### config.mk
export PLATFORM = sky130hd
export DESIGN_NAME = demultiplexer8_deser
export DESIGN_NICKNAME = d
export VERILOG_FILES = /design/src/rtl/demultiplexer8_deser.sv
export SDC_FILE = /design/constraint.sdc
export NUM_CORES = 1
export LEC_CHECK = 0
export CORE_AREA = 5 5 58 60
export CTS_CLUSTER_SIZE = 12
export DETAILED_ROUTE_END_ITERATION = 16
export DIE_AREA = 0 0 63 65
export PLACE_DENSITY = 0.71
export SETUP_SLACK_MARGIN = 0.3
export SYNTH_ARGS = -nofsm -noshare
export SYNTH_HDL_FRONTEND = slang
export SYNTH_SLANG_ARGS = --single-unit
export TNS_END_PERCENT = 50
### constraint.sdc
create_clock -name clk -period 1.8 [get_ports clk]
set_input_delay 0.27 -clock clk [delete_from_list [all_inputs] [get_ports clk]]
set_output_delay 0.27 -clock clk [all_outputs]
set_load 0.005 [all_outputs]
### src/rtl/demultiplexer8_deser.sv
// demultiplexer8_deser: LSB-first 1-to-8 bit deserializer with valid/ready output, flush and
// a one-word holding slot so the serial side can finish a word while the output is stalled.
module demultiplexer8_deser (
    input  logic       clk,
    input  logic       rst_n,
    input  logic       in,
    input  logic       in_valid,
    output logic       in_ready,
    input  logic       flush,
    output logic [7:0] out_data,
    output logic       out_valid,
    input  logic       out_ready,
    output logic [2:0] slot
);
    typedef enum logic [1:0] {EMPTY, PARTIAL, FULL} state_t;
    state_t     state_q;
    logic [2:0] slot_q;
    logic [7:0] asm_q, asm_d, out_data_q;
    logic       out_valid_q;
    always_comb begin
        asm_d = asm_q;
        asm_d[slot_q] = in;
    end
    assign in_ready  = rst_n && state_q != FULL && !flush;
    assign out_data  = out_data_q;
    assign out_valid = out_valid_q;
    assign slot      = slot_q;
    always_ff @(posedge clk or negedge rst_n) begin
        if (!rst_n) begin
            state_q     <= EMPTY;
            slot_q      <= 3'd0;
            asm_q       <= 8'h00;
            out_data_q  <= 8'h00;
            out_valid_q <= 1'b0;
        end else begin
            if (out_valid_q && out_ready)
                out_valid_q <= 1'b0;
            if (state_q == FULL) begin
                if (out_ready) begin
                    out_data_q  <= asm_q;
                    out_valid_q <= 1'b1;
                    asm_q       <= 8'h00;
                    state_q     <= EMPTY;
                end
            end else if (flush) begin
                slot_q  <= 3'd0;
                asm_q   <= 8'h00;
                state_q <= EMPTY;
            end else if (in_valid && in_ready) begin
                slot_q <= slot_q + 3'd1;
                if (slot_q != 3'd7) begin
                    asm_q   <= asm_d;
                    state_q <= PARTIAL;
                end else if (!out_valid_q || out_ready) begin
                    out_data_q  <= asm_d;
                    out_valid_q <= 1'b1;
                    asm_q       <= 8'h00;
                    state_q     <= EMPTY;
                end else begin
                    // output still occupied: park the finished word until the consumer frees it
                    asm_q   <= asm_d;
                    state_q <= FULL;
                end
            end
        end
    end
endmodule

### Routed clock nets over the placement

Drawn at 10 px/um.
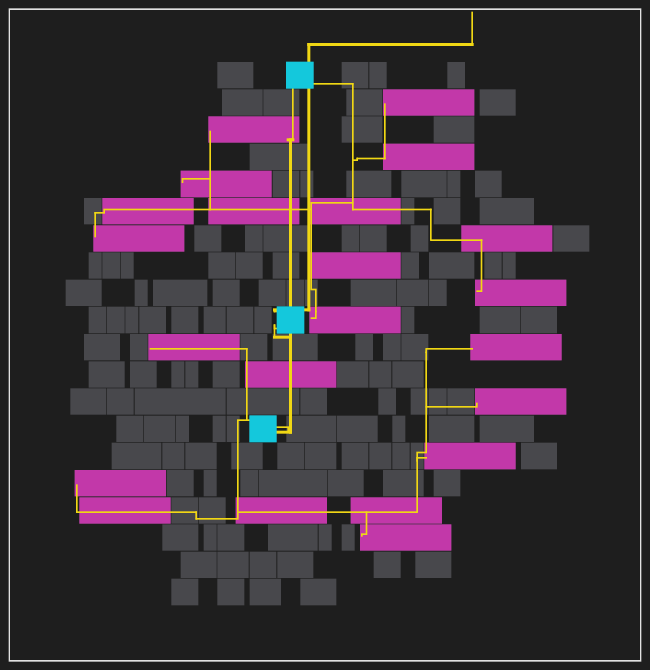
Key: cells driving clock nets = cyan [count 3]; clock wires = yellow [length 298 um]; flip-flops = magenta [count 22]
There are 4 routed clock nets.
clock latency on the worst-skew pair: 0.31 ns
power in the clock group: 0.000277 W
clock share of power: 0.276
worst-case clock skew: 0.00310 ns

==> results.sh <==
# flow metrics
export IMPL_maxcap_viol_count=0
export IMPL_final_hold_viol_count=0
export IMPL_area_growth_syn_to_fin_pct=33.2
export IMPL_worst_path_stages=6
export IMPL_gp_congestion=0.826
export IMPL_hpwlAfterDp_mm=2.01
export IMPL_num_vias=1064
export IMPL_postSynthNetCount=128
export IMPL_dr_pass1_iterations=4
export IMPL_worst_path_largest_cell_delay_ns=0.40
export IMPL_leakagePower_nw=0.686
export IMPL_post_route_cells_drive_above_1_share=0.297
export IMPL_final_seq_area_sq_um=551
export IMPL_ys_top_cells_by_area="sky130_fd_sc_hd__dfrtp_1, sky130_fd_sc_hd__o22ai_2, sky130_fd_sc_hd__mux2_2, sky130_fd_sc_hd__o31ai_1, sky130_fd_sc_hd__a21oi_1"
export IMPL_slew_viol_final=0
export IMPL_seqPwrFrac=0.534
export IMPL_globalRouteOverflowTotal=0
export IMPL_status="finished clean"
export IMPL_logic_area_sq_um=644
export IMPL_asyncSetResetFlopFracSynth=1.00
export IMPL_routed_wire_length_per_instance_um=15.5
export IMPL_combinational_cell_fraction_of_total_power=0.190
export IMPL_cts_max_path_buffers=2
export IMPL_power_switching_fraction=0.249
export IMPL_top_area_frac=0.445
export IMPL_tool_warnings=29
export IMPL_path_class="reg2reg"
export IMPL_worst_r2r_endpoint="asm_q[3]$_DFFE_PN0P_"
export IMPL_clock_sinks=22
export IMPL_power_switching_w=0.000250
export IMPL_grt_setup_unrepaired="yes"
export IMPL_final_nets=164
export IMPL_core_area_sq_um=2880
export IMPL_grt_first_pass_wirelength_mm=5.06
export IMPL_numSynthFlops=22
export IMPL_port_buffers=18
export IMPL_cts_root_buffer_cell="sky130_fd_sc_hd__clkbuf_4"
export IMPL_dp_cells=179
export IMPL_cts_htree_levels=1
export IMPL_finalSetupViolCount=0
export IMPL_cpLargestDelayFamily="flip-flops"
export IMPL_clock_fmax_mhz=585
export IMPL_cts_hold_buffers=0
export IMPL_synth_chip_area_sq_um=1240
export IMPL_io_pin_count=19
export IMPL_cp_start_kind="register"
export IMPL_mostFrequentLayoutCell="sky130_fd_sc_hd__dfrtp_1"
export IMPL_yosys_cells=120
export IMPL_antenna_violating_nets_post_route=0
export IMPL_cts_resized_gates=6
export IMPL_hold_class="in2async"
export IMPL_dr_first_iter_drc_count=35
export IMPL_synth_area_sq_um=1240
export IMPL_avg_vias_per_cell=5.66
export IMPL_cts_repair_timing_setup_buffer_count=4
export IMPL_cpMaxStageDelayCell="sky130_fd_sc_hd__dfrtp_1"
export IMPL_enable_flop_cells=0
export IMPL_slew_headroom=0.778
export IMPL_top_area_cell="sky130_fd_sc_hd__dfrtp_1"
export IMPL_n_antenna_cell=0
export IMPL_fin_worst_hold_slack_ns=0.436
export IMPL_gr_usage_all_layers=0.156
export IMPL_grt_antenna_before_repair=0
export IMPL_regToRegStartpoint="slot[0]$_DFFE_PN0P_"
export IMPL_die_area_sq_um=4100
export IMPL_r2r_worst_path_cells=6
export IMPL_fp_dieH_um=65
export IMPL_finalNonFillerCells=188
export IMPL_syn_mean_instance_area_sq_um=10.3
export IMPL_first_global_vias=1125
export IMPL_synth_most_common_cell="sky130_fd_sc_hd__dfrtp_1"
export IMPL_timing_critical_path_required_ns=2.04
export IMPL_vdd_drop_max_uv=386
export IMPL_pin_count_of_the_biggest_net_entering_global_routing=23
export IMPL_worst_slew_pin_transition_ns=0.329
export IMPL_synthTopCellsByCount="sky130_fd_sc_hd__dfrtp_1, sky130_fd_sc_hd__inv_1, sky130_fd_sc_hd__a21oi_1, sky130_fd_sc_hd__o21ai_0, sky130_fd_sc_hd__o31ai_1"
export IMPL_power_internal_w=0.000752
export IMPL_crit_start="slot[0]$_DFFE_PN0P_"
export IMPL_worstSetupEndpoint="asm_q[3]$_DFFE_PN0P_"
export IMPL_yosysUniqueCellTypes=34
export IMPL_p_per_area_nw_per_um2=609
export IMPL_synthesis_instances=120
export IMPL_total_clock_buffers_created_by_cts=3
export IMPL_most_common_flop_cell_mapped_by_yosys="sky130_fd_sc_hd__dfrtp_1"
export IMPL_cts_clk_slew_worst_paths_ns=0.12
export IMPL_wl_mm=2.92
export IMPL_drt_drc_violations_left=0
export IMPL_setup_total_negative_slack_ns=0
export IMPL_layout_top_cells_excl_fill_tap="sky130_fd_sc_hd__dfrtp_1, sky130_fd_sc_hd__buf_4, sky130_fd_sc_hd__clkdlybuf4s50_1"
export IMPL_floorplan_die_width_um=63
export IMPL_postSynthSeqShare=0.445
export IMPL_critical_path_peak_fanout=8
export IMPL_path_cells="ha_2 -> ha_4 -> a211oi_4 -> or3b_1 -> buf_6 -> o22ai_2"
export IMPL_final_period_utilization=0.950
export IMPL_reg2reg_slack_ns=0.09
export IMPL_row_count=20
export IMPL_crit_arrival_ns=1.95
export IMPL_worstSetupEndpointType="register"
export IMPL_nFillCells=245
export IMPL_tritoncts_clock_tree="yes"
export IMPL_synth_warning_count=0
export IMPL_buf_inv_stages_crit_path=1
export IMPL_period_minus_slack_ns=1.71
export IMPL_initial_utilization=0.430
### Cell area per tile

Drawn at 4 px/um. The die is cut into 6 by 6 equal tiles; black is low, pale yellow is high, 0 to 100% covered.
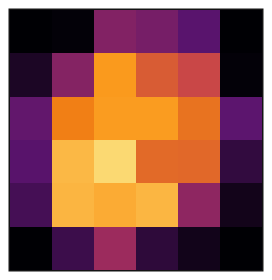
22% of the tiles are over 75% full. The mean over all tiles is 39%. The densest ninth of the die: center.

-- routing by layer --
layer / GRT usage / wire (um)
met3: 0.0277 / 94
met2: 0.290 / 1560
met1: 0.170 / 1190
met4: 0.0743 / 72
met5: 0 / 0
-- layout make-up --
type / instances / area share
multi-input cells: 80 / 0.391
flip-flops and latches: 22 / 0.334
repair buffers: 38 / 0.202
inverters: 11 / 0.0251
well taps: 33 / 0.0251
clock buffers: 4 / 0.0220
-- power groups by stage --
stage               Clock (W)  Combinational (W)  Sequential (W)
floorplan                   0          0.0000763        0.000548
global placement            0           0.000176        0.000546
detailed placement          0           0.000180        0.000547
CTS                  0.000288           0.000191        0.000535
global route         0.000308           0.000210        0.000539
finish               0.000277           0.000190        0.000535
-- metrics by stage --
stage | power (W) | setup WS, ns | cell area (sq um) | utilization
2_1_floorplan | 0.000624 | -0.0240 | 1250 | -
4_1_cts | 0.00101 | 0.0795 | 1640 | 0.570
6_report | 0.00100 | 0.0909 | 1650 | 0.572
3_3_place_gp | 0.000722 | -0.0653 | 1560 | 0.540
5_1_grt | 0.00106 | 0.0201 | 1650 | 0.572
3_5_place_dp | 0.000727 | -0.0877 | 1560 | 0.540
-- cell families (layout without fill, tap and decap cells) --
logic type	Yosys count	count (layout)	share of synthesized area
AND-OR/OR-AND	45	45	0.275
adder cells (fa/ha/maj)	2	2	0.0202
buffers and inverters	18	53	0.0577
flip-flops	22	22	0.445
multiplexers	8	8	0.0729
AND/OR/NAND/NOR	25	25	0.129
-- worst register-to-register path, delay by kind of cell (launching register included) --
family / cells / cell delay [ns]
AOI/OAI and AO/OA: 2 / 0.33
adders and majority gates: 2 / 0.39
buffers and inverters: 1 / 0.16
DFF: 1 / 0.40
and+or+nand+nor: 1 / 0.38
Power and IR drop assume default switching activity.
